## config.mk

```make
export PLATFORM = sky130hd
export DESIGN_NAME = vp_fb_writer
export DESIGN_NICKNAME = d
export VERILOG_FILES = /design/src/rtl/vp_fb_writer.sv
export SDC_FILE = /design/constraint.sdc
export NUM_CORES = 1
export LEC_CHECK = 0
export ABC_AREA = 1
export CELL_PAD_IN_SITES_DETAIL_PLACEMENT = 1
export CELL_PAD_IN_SITES_GLOBAL_PLACEMENT = 1
export CORE_MARGIN = 3
export CORE_UTILIZATION = 29
export DETAILED_ROUTE_END_ITERATION = 10
export HOLD_SLACK_MARGIN = 0.03
export PLACE_DENSITY_LB_ADDON = 0.1
export RECOVER_POWER = 25
export SLEW_MARGIN = 0
export SYNTH_ARGS = -nofsm -noshare
export SYNTH_HDL_FRONTEND = slang
export SYNTH_SLANG_ARGS = --single-unit
```

## constraint.sdc

```tcl
create_clock -name i_clk -period 1.6 [get_ports i_clk]
set_input_delay 0.16 -clock i_clk [delete_from_list [all_inputs] [get_ports i_clk]]
set_output_delay 0.16 -clock i_clk [all_outputs]
set_load 0.02 [all_outputs]
```

## src/rtl/vp_fb_writer.sv

```systemverilog
// Frame-buffer writer: pops pixels from the upstream FIFO and writes them at sequential addresses.
// Latency: pop strobe in cycle n, capture in n+1, write in n+2; at most one pixel per 3 cycles.
// Backpressure: pops only while i_data_valid=1 in IDLE; a started transfer always completes unless reset.
//
// Optional build macro FB_THRESHOLD_EN: binarize captured data against TH (all ones if >= TH, else 0).
//
// Ports:
//   i_clk, i_rstn     clock, synchronous active-low reset
//   o_data_ready      single-cycle pop strobe to the upstream FIFO
//   i_data_valid      upstream FIFO holds data
//   i_data            upstream read data, valid the cycle after the pop strobe
//   i_sof             start-of-frame, restarts the address counter
//   o_wr_en/o_wr_addr/o_wr_data  frame-buffer write port
//   o_frame_done      pulse on the write of the last pixel of a frame
//   o_busy            transfer in flight or write in progress
module vp_fb_writer #(
    parameter int              DW = 12,
    parameter int              RL = 640,
    parameter int              RN = 480,
    parameter int              AW = 19,
    parameter logic [DW-1:0]   TH = DW'(12'h200)
) (
    input  logic          i_clk,
    input  logic          i_rstn,
    output logic          o_data_ready,
    input  logic          i_data_valid,
    input  logic [DW-1:0] i_data,
    input  logic          i_sof,
    output logic          o_wr_en,
    output logic [AW-1:0] o_wr_addr,
    output logic [DW-1:0] o_wr_data,
    output logic          o_frame_done,
    output logic          o_busy
);

    typedef enum logic [1:0] {
        IDLE = 2'd0,
        POP  = 2'd1,
        CAPT = 2'd2
    } state_t;

    localparam int            NPIX = RL * RN;
    localparam logic [AW-1:0] LAST = AW'(NPIX - 1);

    state_t        state;
    logic [AW-1:0] cnt;
    logic [AW-1:0] cnt_nxt;
    logic [DW-1:0] cap_dat;

    // Counter is the write address itself: it holds through the write
    // cycle and moves afterwards. Start-of-frame wins over the increment.
    always_comb begin
        cnt_nxt = cnt;
        if (i_sof) begin
            cnt_nxt = '0;
        end else if (o_wr_en) begin
            cnt_nxt = (cnt == LAST) ? '0 : cnt + AW'(1);
        end
    end

`ifdef FB_THRESHOLD_EN
    assign cap_dat = (i_data >= TH) ? {DW{1'b1}} : {DW{1'b0}};
`else
    logic unused_th;
    assign unused_th = ^TH;
    assign cap_dat   = i_data;
`endif

    assign o_wr_addr = cnt;
    assign o_busy    = (state != IDLE) || o_wr_en;

    always_ff @(posedge i_clk) begin
        if (!i_rstn) begin
            state        <= IDLE;
            cnt          <= '0;
            o_data_ready <= 1'b0;
            o_wr_en      <= 1'b0;
            o_wr_data    <= '0;
            o_frame_done <= 1'b0;
        end else begin
            cnt          <= cnt_nxt;
            o_data_ready <= 1'b0;
            o_wr_en      <= 1'b0;
            o_frame_done <= 1'b0;
            case (state)
                IDLE: begin
                    if (i_data_valid) begin
                        state        <= POP;
                        o_data_ready <= 1'b1;
                    end
                end
                POP: begin
                    state <= CAPT;
                end
                CAPT: begin
                    o_wr_data    <= cap_dat;
                    o_wr_en      <= 1'b1;
                    // The write lands at the counter value after this edge,
                    // which already accounts for a start-of-frame now.
                    o_frame_done <= (cnt_nxt == LAST);
                    state        <= IDLE;
                end
                default: begin
                    state <= IDLE;
                end
            endcase
        end
    end

endmodule
```

### The metal 1 layer, run 1

Drawn at 4 px/um. Supply wires on this layer in grey.
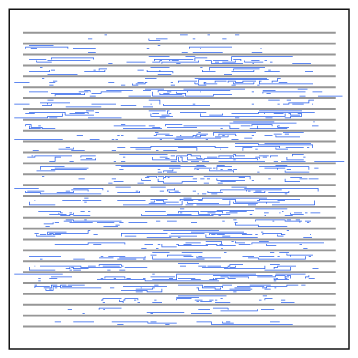
The layer holds 43% of the routed length. 331 nets have wire on it. The layer carries 2720 um of wire. The wires run mostly horizontal.

### The metal 2 layer, run 1

Drawn at 3 px/um.
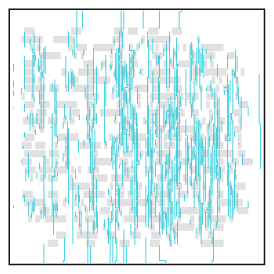
The longest straight run is 37.4 um. 321 nets have wire on it. The layer holds 50% of the routed length. The wires run mostly vertical. The layer carries 3160 um of wire.

### Signal wires on met3, run 1

Drawn at 4 px/um.
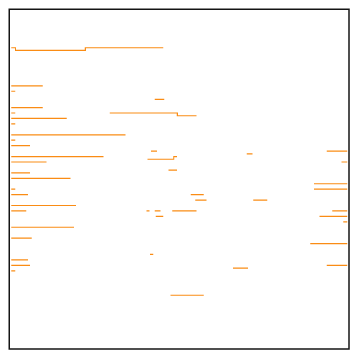
The longest straight run is 28.3 um. 40 nets have wire on it.

==> impl_metrics.env, run 1 <==
# source this file to load flow results
export IMPL_crit_start="o_wr_addr[1]"
export IMPL_reg2reg_setup_slack_ps=0.2
export IMPL_p_leak_nw=1.155
export IMPL_reg2reg_depth=9
export IMPL_fp_util_pct=31.18
export IMPL_max_vdd_ir_drop_v=0.0004171
export IMPL_final_util_pct=48.89
export IMPL_end_kind="flip-flop"
export IMPL_holdPathEnd="o_data_ready"
export IMPL_critPathMaxStageDelay_ps=380
export IMPL_crit_chain="ha_4 > nand3_4 > nor2_4 > nand3_2 > o21ai_2 > inv_2 > nand2_4 > clkbuf_16 > a21oi_1"
export IMPL_ys_seq_share_pct=40.25
export IMPL_clock_latency_ps=290
export IMPL_r2r_end="o_wr_addr[15]"
export IMPL_postSynthCellCount=269
export IMPL_drc_errors=0
export IMPL_fin_nets=366
export IMPL_path_class="flip-flop to flip-flop"
export IMPL_routed_wl_um=6383
export IMPL_outcome="finished clean"
export IMPL_hp_class="input pin to flip-flop"
export IMPL_synth_cell_types=24
export IMPL_rows=27
export IMPL_grt_first_pass_wirelength_um=10050
export IMPL_logic_area_um2=1047
export IMPL_slew_headroom_pct=69.01
export IMPL_flop_cell="dfxtp_1"
export IMPL_tightestPinTransition_ps=464.9
export IMPL_numClockSinks=36
export IMPL_startpoint_type="flip-flop"
export IMPL_cp_max_fo=7
export IMPL_synth_area_um2=1790
export IMPL_synth_async_sr_flop_share_pct=0
export IMPL_drive_above_1_share_pct=25.43
export IMPL_critPathRequiredTime_ps=1780
export IMPL_cts_tree="yes"
export IMPL_antennaDiodeCount=0
export IMPL_yosys_cells=269
export IMPL_top_cell_area_share_pct=40.25
export IMPL_ant_nets=0
export IMPL_cpMaxStageDelayCell="dfxtp_4"
export IMPL_place_congestion=0.7723
export IMPL_drtPass1Iterations=4
export IMPL_fmax_mhz=625.1
export IMPL_grt_pass1_vias=2108
export IMPL_p_per_area_nw_per_um2=683.7
export IMPL_critPathArrivalTime_ps=1780
export IMPL_fin_setup_tns_ps=0
export IMPL_die_height_um=84.58
export IMPL_path_buffers=2
export IMPL_drt_iter0_drc=70
export IMPL_cts_buffers_inserted=5
export IMPL_synth_most_common_cell="nor2_1"
export IMPL_root_buffer="clkbuf_8"
export IMPL_crit_family="simple AND/OR/NAND/NOR gates"
export IMPL_fillerInstances=762
export IMPL_yosys_top_cells_count="nor2_1 (74), nand2_1 (55), dfxtp_1 (36)"
export IMPL_netlist_top_cell_by_area="dfxtp_1"
export IMPL_setup_viol=0
export IMPL_vias_per_cell=4.763
export IMPL_yosysWarnings=0
export IMPL_syn_to_final_growth_pct=56.81
export IMPL_htree_levels=2
export IMPL_synthTopCellsByArea="dfxtp_1 (40%), nor2_1 (16%), nand2_1 (12%), inv_1 (6.5%), nand3_1 (4.2%)"
export IMPL_period_needed_ps=1600
export IMPL_die_x_um=84.58
export IMPL_final_max_slew_viol_count=0
export IMPL_overflow=0
export IMPL_num_vias=2010
export IMPL_cts_hold_buf=0
export IMPL_cap_viol_max_count=0
export IMPL_hold_start="i_data_valid"
export IMPL_rsz0062_at_grt="yes"
export IMPL_clk_path_buf_depth=2
export IMPL_r2r_start="o_wr_addr[1]"
export IMPL_hpwlAfterDp_um=4664
export IMPL_edf_count=0
export IMPL_grt_usage_pct=17.55
export IMPL_hold_depth=3
export IMPL_path_clk_slew_ps=80
export IMPL_core_area_um2=5743
export IMPL_wl_per_cell_um=15.13
export IMPL_antenna_found_initial=0
export IMPL_openroad_warnings=27
export IMPL_io_pin_count=51
export IMPL_regArea_um2=737.0
export IMPL_dieArea_um2=7153
export IMPL_finalHoldViolCount=0
export IMPL_yosys_register_bits=36
export IMPL_postSynthNetCount=286
export IMPL_grt_max_degree=16
export IMPL_fin_crit_sh_pct=99.99
export IMPL_yosysChipArea_um2=1790
export IMPL_fin_skew_ps=4.124
export IMPL_avgSynthCellArea_um2=6.656
export IMPL_numPortBuffers=50
[run 1: sequential cells by signal, indices dropped and copies added, names as in the netlist]
signal,flops
state,2
o_wr_addr,19
o_wr_data,12
o_data_ready,1
o_wr_en,1
o_frame_done,1
[run 1: layer usage]
layer / vias up / routed length [um] / GRT usage [%]
met5: - / 0 / 0
met4: 0 / 186 / 7.050
met3: 15 / 318 / 5.397
met2: 51 / 3163 / 30.32
met1: 944 / 2714 / 20.05
li1: 1000 / - / -
[run 1: tightest hold or removal path: stages]
cell and delay, ps:
clkdlybuf4s50_1 400, nand2_1 90, nor2_1 40
[run 1: final cells by class]
class | count | area share, %
multi-input combinational | 196 | 37.30
sequential | 36 | 26.25
timing repair buffer | 78 | 25.00
clock inverter | 3 | 1.515
tap | 72 | 3.209
clock buffer | 5 | 2.451
inverter | 32 | 4.278
[run 1: power by group]
part           leakage, nW  internal (mW)  switching [mW]  total, mW
sequential           0.297          0.911          0.0104      0.921
combinational        0.804         0.0876          0.0844      0.172
clock               0.0541          0.462           0.365      0.827
[run 1: layout by cell type (no fill, tap or decap), types with 2 or more instances in the layout]
cell,synthesis,layout
nor2_1,74,66
nand2_1,55,45
clkdlybuf4s50_1,0,41
inv_1,31,31
dfxtp_1,36,27
buf_4,1,23
nand3_1,15,13
o21ai_0,15,13
nand2_2,3,11
nor2_4,4,8
nor2_2,4,8
dfxtp_2,0,7
clkbuf_1,2,6
nand4_1,5,5
clkbuf_8,0,5
nand2_4,2,4
nor3_1,7,4
nand3_2,2,3
o21bai_1,3,3
nor3_2,0,3
o21ai_2,1,2
a21oi_1,3,2
dfxtp_4,0,2
dlygate4sd2_1,0,2
[run 1: kinds of logic after synthesis]
logic type / after synthesis / synth area share (%)
AOI/OAI and AO/OA: 22 / 6.778
xor gates and xnor gates: 1 / 0.4893
adders and majority gates: 1 / 0.6987
buffers and inverters: 37 / 8.386
DFF: 36 / 40.25
and+or+nand+nor: 172 / 43.40
[run 1: stage by stage]
step	power, mW	worst slack [ps]	cell area, um^2	hold WS (ps)	std cells
2_1_floorplan	1.009	16.55	1793	294.9	269
5_1_grt	1.998	-150.8	2808	460.9	422
3_5_place_dp	1.111	-46.86	2516	435.6	406
3_3_place_gp	1.109	5.539	2516	426.7	406
4_1_cts	1.931	10.50	2679	426.8	416
6_report	1.920	0.2336	2808	430.9	422
[run 1: how the worst max path moves through the flow]
| stage | endpoint | depth (start not counted) | slack (ps) |
|---|---|---|---|
| floorplan | o_wr_addr[9] | 9 | 20 |
| global placement | o_frame_done | 10 | 6 |
| detailed placement | o_frame_done | 10 | -50 |
| CTS | o_wr_addr[14] | 2 | 10 |
| global route | o_frame_done | 11 | -150 |
| finish | o_wr_addr[15] | 9 | 0.2 |
[run 1: timing repair]
action                     CTS  global route
gates resized               13            41
setup endpoints to repair    5            23
cloned                       0             1
pin swaps                    5            16
buffers inserted             2             5
### Cell placement, run 1

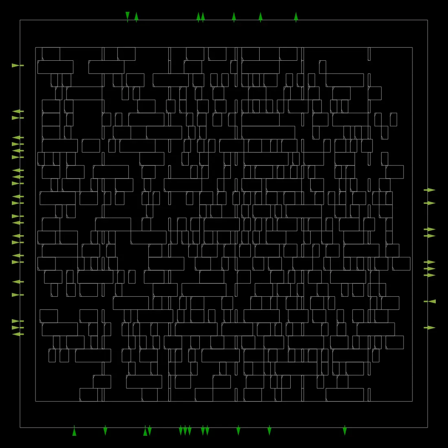

==> inputs of run 2 (changes only) <==
CAP_MARGIN = 5   (was not set)
CORE_UTILIZATION = 32   (was 29)
SLEW_MARGIN = not set   (was 0)
clock period = 1.8 ns   (was 1.6 ns; I/O delays follow)
### Cell placement, run 2

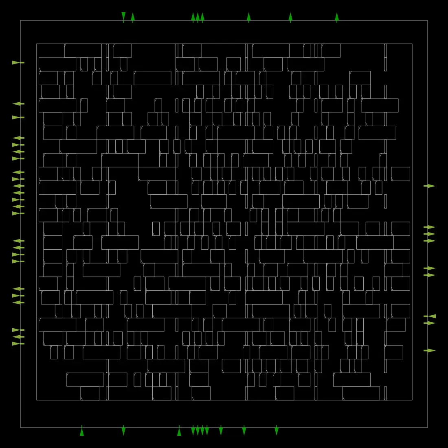
flop share of the area: 28.76%
core area: 5270 um^2
Final Util: 47.72%
Rows: 26

### Signal wires on met3, run 2

Drawn at 4 px/um.
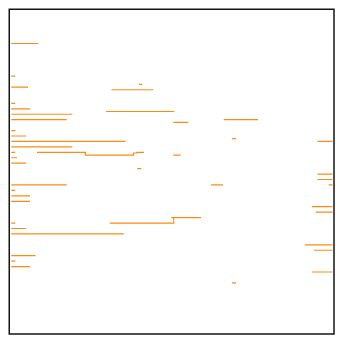
The layer holds 5.4% of the routed length. The layer carries 296 um of wire. The wires run mostly horizontal. 39 nets have wire on it.

==> run 2 against run 1 <==
  * Design area fell by 10%
  * Cell count fell by 5.7%
  * Sequential power fell by 11%
  * Utilization fell by 1.2 points
  * Synthesized area did not move
  * Critical path type unchanged
==> impl_metrics.env, run 2 <==
# source this file to load flow results
export IMPL_fin_crit_sh_pct=91.66
export IMPL_top_cell_area_share_pct=40.25
export IMPL_outcome="finished clean"
export IMPL_fin_ws_ps=150.2
export IMPL_overflow=0
export IMPL_fin_nets=345
export IMPL_netlist_top_cell_by_area="dfxtp_1"
export IMPL_dieArea_um2=6529
export IMPL_clk_path_buf_depth=2
export IMPL_root_buffer="clkbuf_8"
export IMPL_numClockSinks=36
export IMPL_instances_no_fill=398
export IMPL_openroad_warnings=26
export IMPL_routed_wl_um=5448
export IMPL_grt_max_degree=16
export IMPL_holdWs_ps=446.7
export IMPL_syn_to_final_growth_pct=40.46
export IMPL_vias_per_cell=4.653
export IMPL_io_pin_count=51
export IMPL_setup_viol=0
export IMPL_antennaDiodeCount=0
export IMPL_wl_per_cell_um=13.69
export IMPL_fp_util_pct=33.97
export IMPL_yosysChipArea_um2=1790
export IMPL_fmax_mhz=606.1
export IMPL_hp_class="input pin to flip-flop"
export IMPL_drive_above_1_share_pct=11.59
export IMPL_period_needed_ps=1650
export IMPL_path_class="flip-flop to flip-flop"
export IMPL_avgSynthCellArea_um2=6.656
export IMPL_drc_errors=0
export IMPL_p_leak_nw=0.9951
export IMPL_crit_end="o_wr_addr[3]"
export IMPL_synth_async_sr_flop_share_pct=0
export IMPL_ant_nets=0
export IMPL_synthTopCellsByArea="dfxtp_1 (40%), nor2_1 (16%), nand2_1 (12%), inv_1 (6.5%), nand3_1 (4.2%)"
export IMPL_postSynthCellCount=269
export IMPL_flop_cell="dfxtp_1"
export IMPL_grt_usage_pct=18.30
export IMPL_drt_iter0_drc=59
export IMPL_slew_headroom_pct=69.23
export IMPL_postSynthNetCount=286
export IMPL_reg2reg_depth=9
export IMPL_reg2reg_setup_slack_ps=150
export IMPL_ys_seq_share_pct=40.25
export IMPL_finalHoldViolCount=0
export IMPL_cap_viol_max_count=0
export IMPL_final_max_slew_viol_count=0
export IMPL_r2r_start="o_wr_addr[0]"
export IMPL_grt_pass1_vias=2029
export IMPL_critPathRequiredTime_ps=1970
export IMPL_fin_skew_ps=3.455
export IMPL_startpoint_type="flip-flop"
export IMPL_yosys_register_bits=36
export IMPL_htree_levels=2
export IMPL_synth_area_um2=1790
export IMPL_critPathArrivalTime_ps=1820
export IMPL_dp_cells=391
export IMPL_path_clk_slew_ps=70
export IMPL_tightestPinTransition_ps=461.5
export IMPL_end_kind="flip-flop"
export IMPL_numPortBuffers=50
export IMPL_dp_slack_ps=114.2
export IMPL_yosys_top_cells_count="nor2_1 (74), nand2_1 (55), dfxtp_1 (36)"
export IMPL_largest_register_ff_count=19
export IMPL_place_congestion=0.8231
export IMPL_synth_cell_types=24
export IMPL_hpwlAfterDp_um=4319
export IMPL_cp_max_fo=15
export IMPL_yosys_cells=269
export IMPL_edf_count=0
export IMPL_yosysWarnings=0
export IMPL_die_height_um=80.80
export IMPL_p_per_area_nw_per_um2=606.2
export IMPL_cts_buffers_inserted=5
export IMPL_antenna_found_initial=0
export IMPL_synth_most_common_cell="nor2_1"
export IMPL_crit_start="o_wr_addr[0]"
export IMPL_total_power_mw=1.525
export IMPL_clock_latency_ps=290
export IMPL_r2r_end="o_wr_addr[3]"
export IMPL_drtPass1Iterations=4
export IMPL_max_vdd_ir_drop_v=0.0003619
export IMPL_cts_hold_buf=0
export IMPL_die_x_um=80.80
export IMPL_lay_top_count="nor2_1"
export IMPL_grt_first_pass_wirelength_um=9170
export IMPL_lay_top_cells="nor2_1 (70), nand2_1 (55), clkdlybuf4s50_1 (47)"
export IMPL_num_vias=1852
export IMPL_cts_tree="yes"
run 2: worst max-delay path, stage by stage, from the launching register on:
cell and delay [ps]:
dfxtp_1 350, ha_2 200, nand3_2 120, nor2_4 180, nand3_2 130, o21ai_2 200, inv_2 70, nand2_2 80
buf_12 150, nor3_1 50
run 2: where the power goes:
group          internal (mW)  switching (mW)  total (mW)
clock network          0.262           0.302       0.564
logic                 0.0700          0.0692       0.139
registers              0.813         0.00842       0.821
run 2: what timing repair did:
item,4_1_cts,5_1_grt
endpoints found under the setup margin,1,3
cloned,0,0
setup buffers,0,0
gates resized,1,10
run 2: per-stage QoR:
stage / setup TNS (ps) / cell area (um^2)
2_1_floorplan: 0 / 1790
3_3_place_gp: 0 / 2414
3_5_place_dp: 0 / 2414
4_1_cts: 0 / 2494
5_1_grt: -6.767 / 2515
6_report: 0 / 2515
run 2: cells by family after synthesis:
family	after synthesis	share of synthesized area, %
and+or+nand+nor	172	43.40
buffers and inverters	37	8.386
DFF	36	40.25
AOI/OAI and AO/OA	22	6.778
xor gates and xnor gates	1	0.4893
adders and majority gates	1	0.6987
run 2: worst min-delay path by stage:
stage	start	end	depth (start not counted)
after CTS	i_data_valid	o_data_ready	3
after detailed placement	state[1]	state[1]	1
after global routing	i_data_valid	o_data_ready	3
final	i_data_valid	o_data_ready	3
after global placement	state[1]	state[1]	1
after floorplan	i_data[10]	o_wr_data[10]	2
run 2: routing by layer:
metal	track usage, %	share of wire, %	vias to the layer above
li1	-	-	949
met1	21.17	44	845
met2	31.77	48	48
met3	5.543	5.4	10
met4	6.588	2.0	0
met5	0	0	-
run 2: final cells by class:
cell class              count  area, um^2
clock buffers               5       68.82
clock inverters             2       12.51
fillers                   703        2755
inverters                  32       120.1
multi-input cells         196       942.2
flip-flops and latches     36       723.2
well taps                  70       87.58
repair buffers             57       560.5
No activity file was given, so power comes from the tool's default toggle rates.
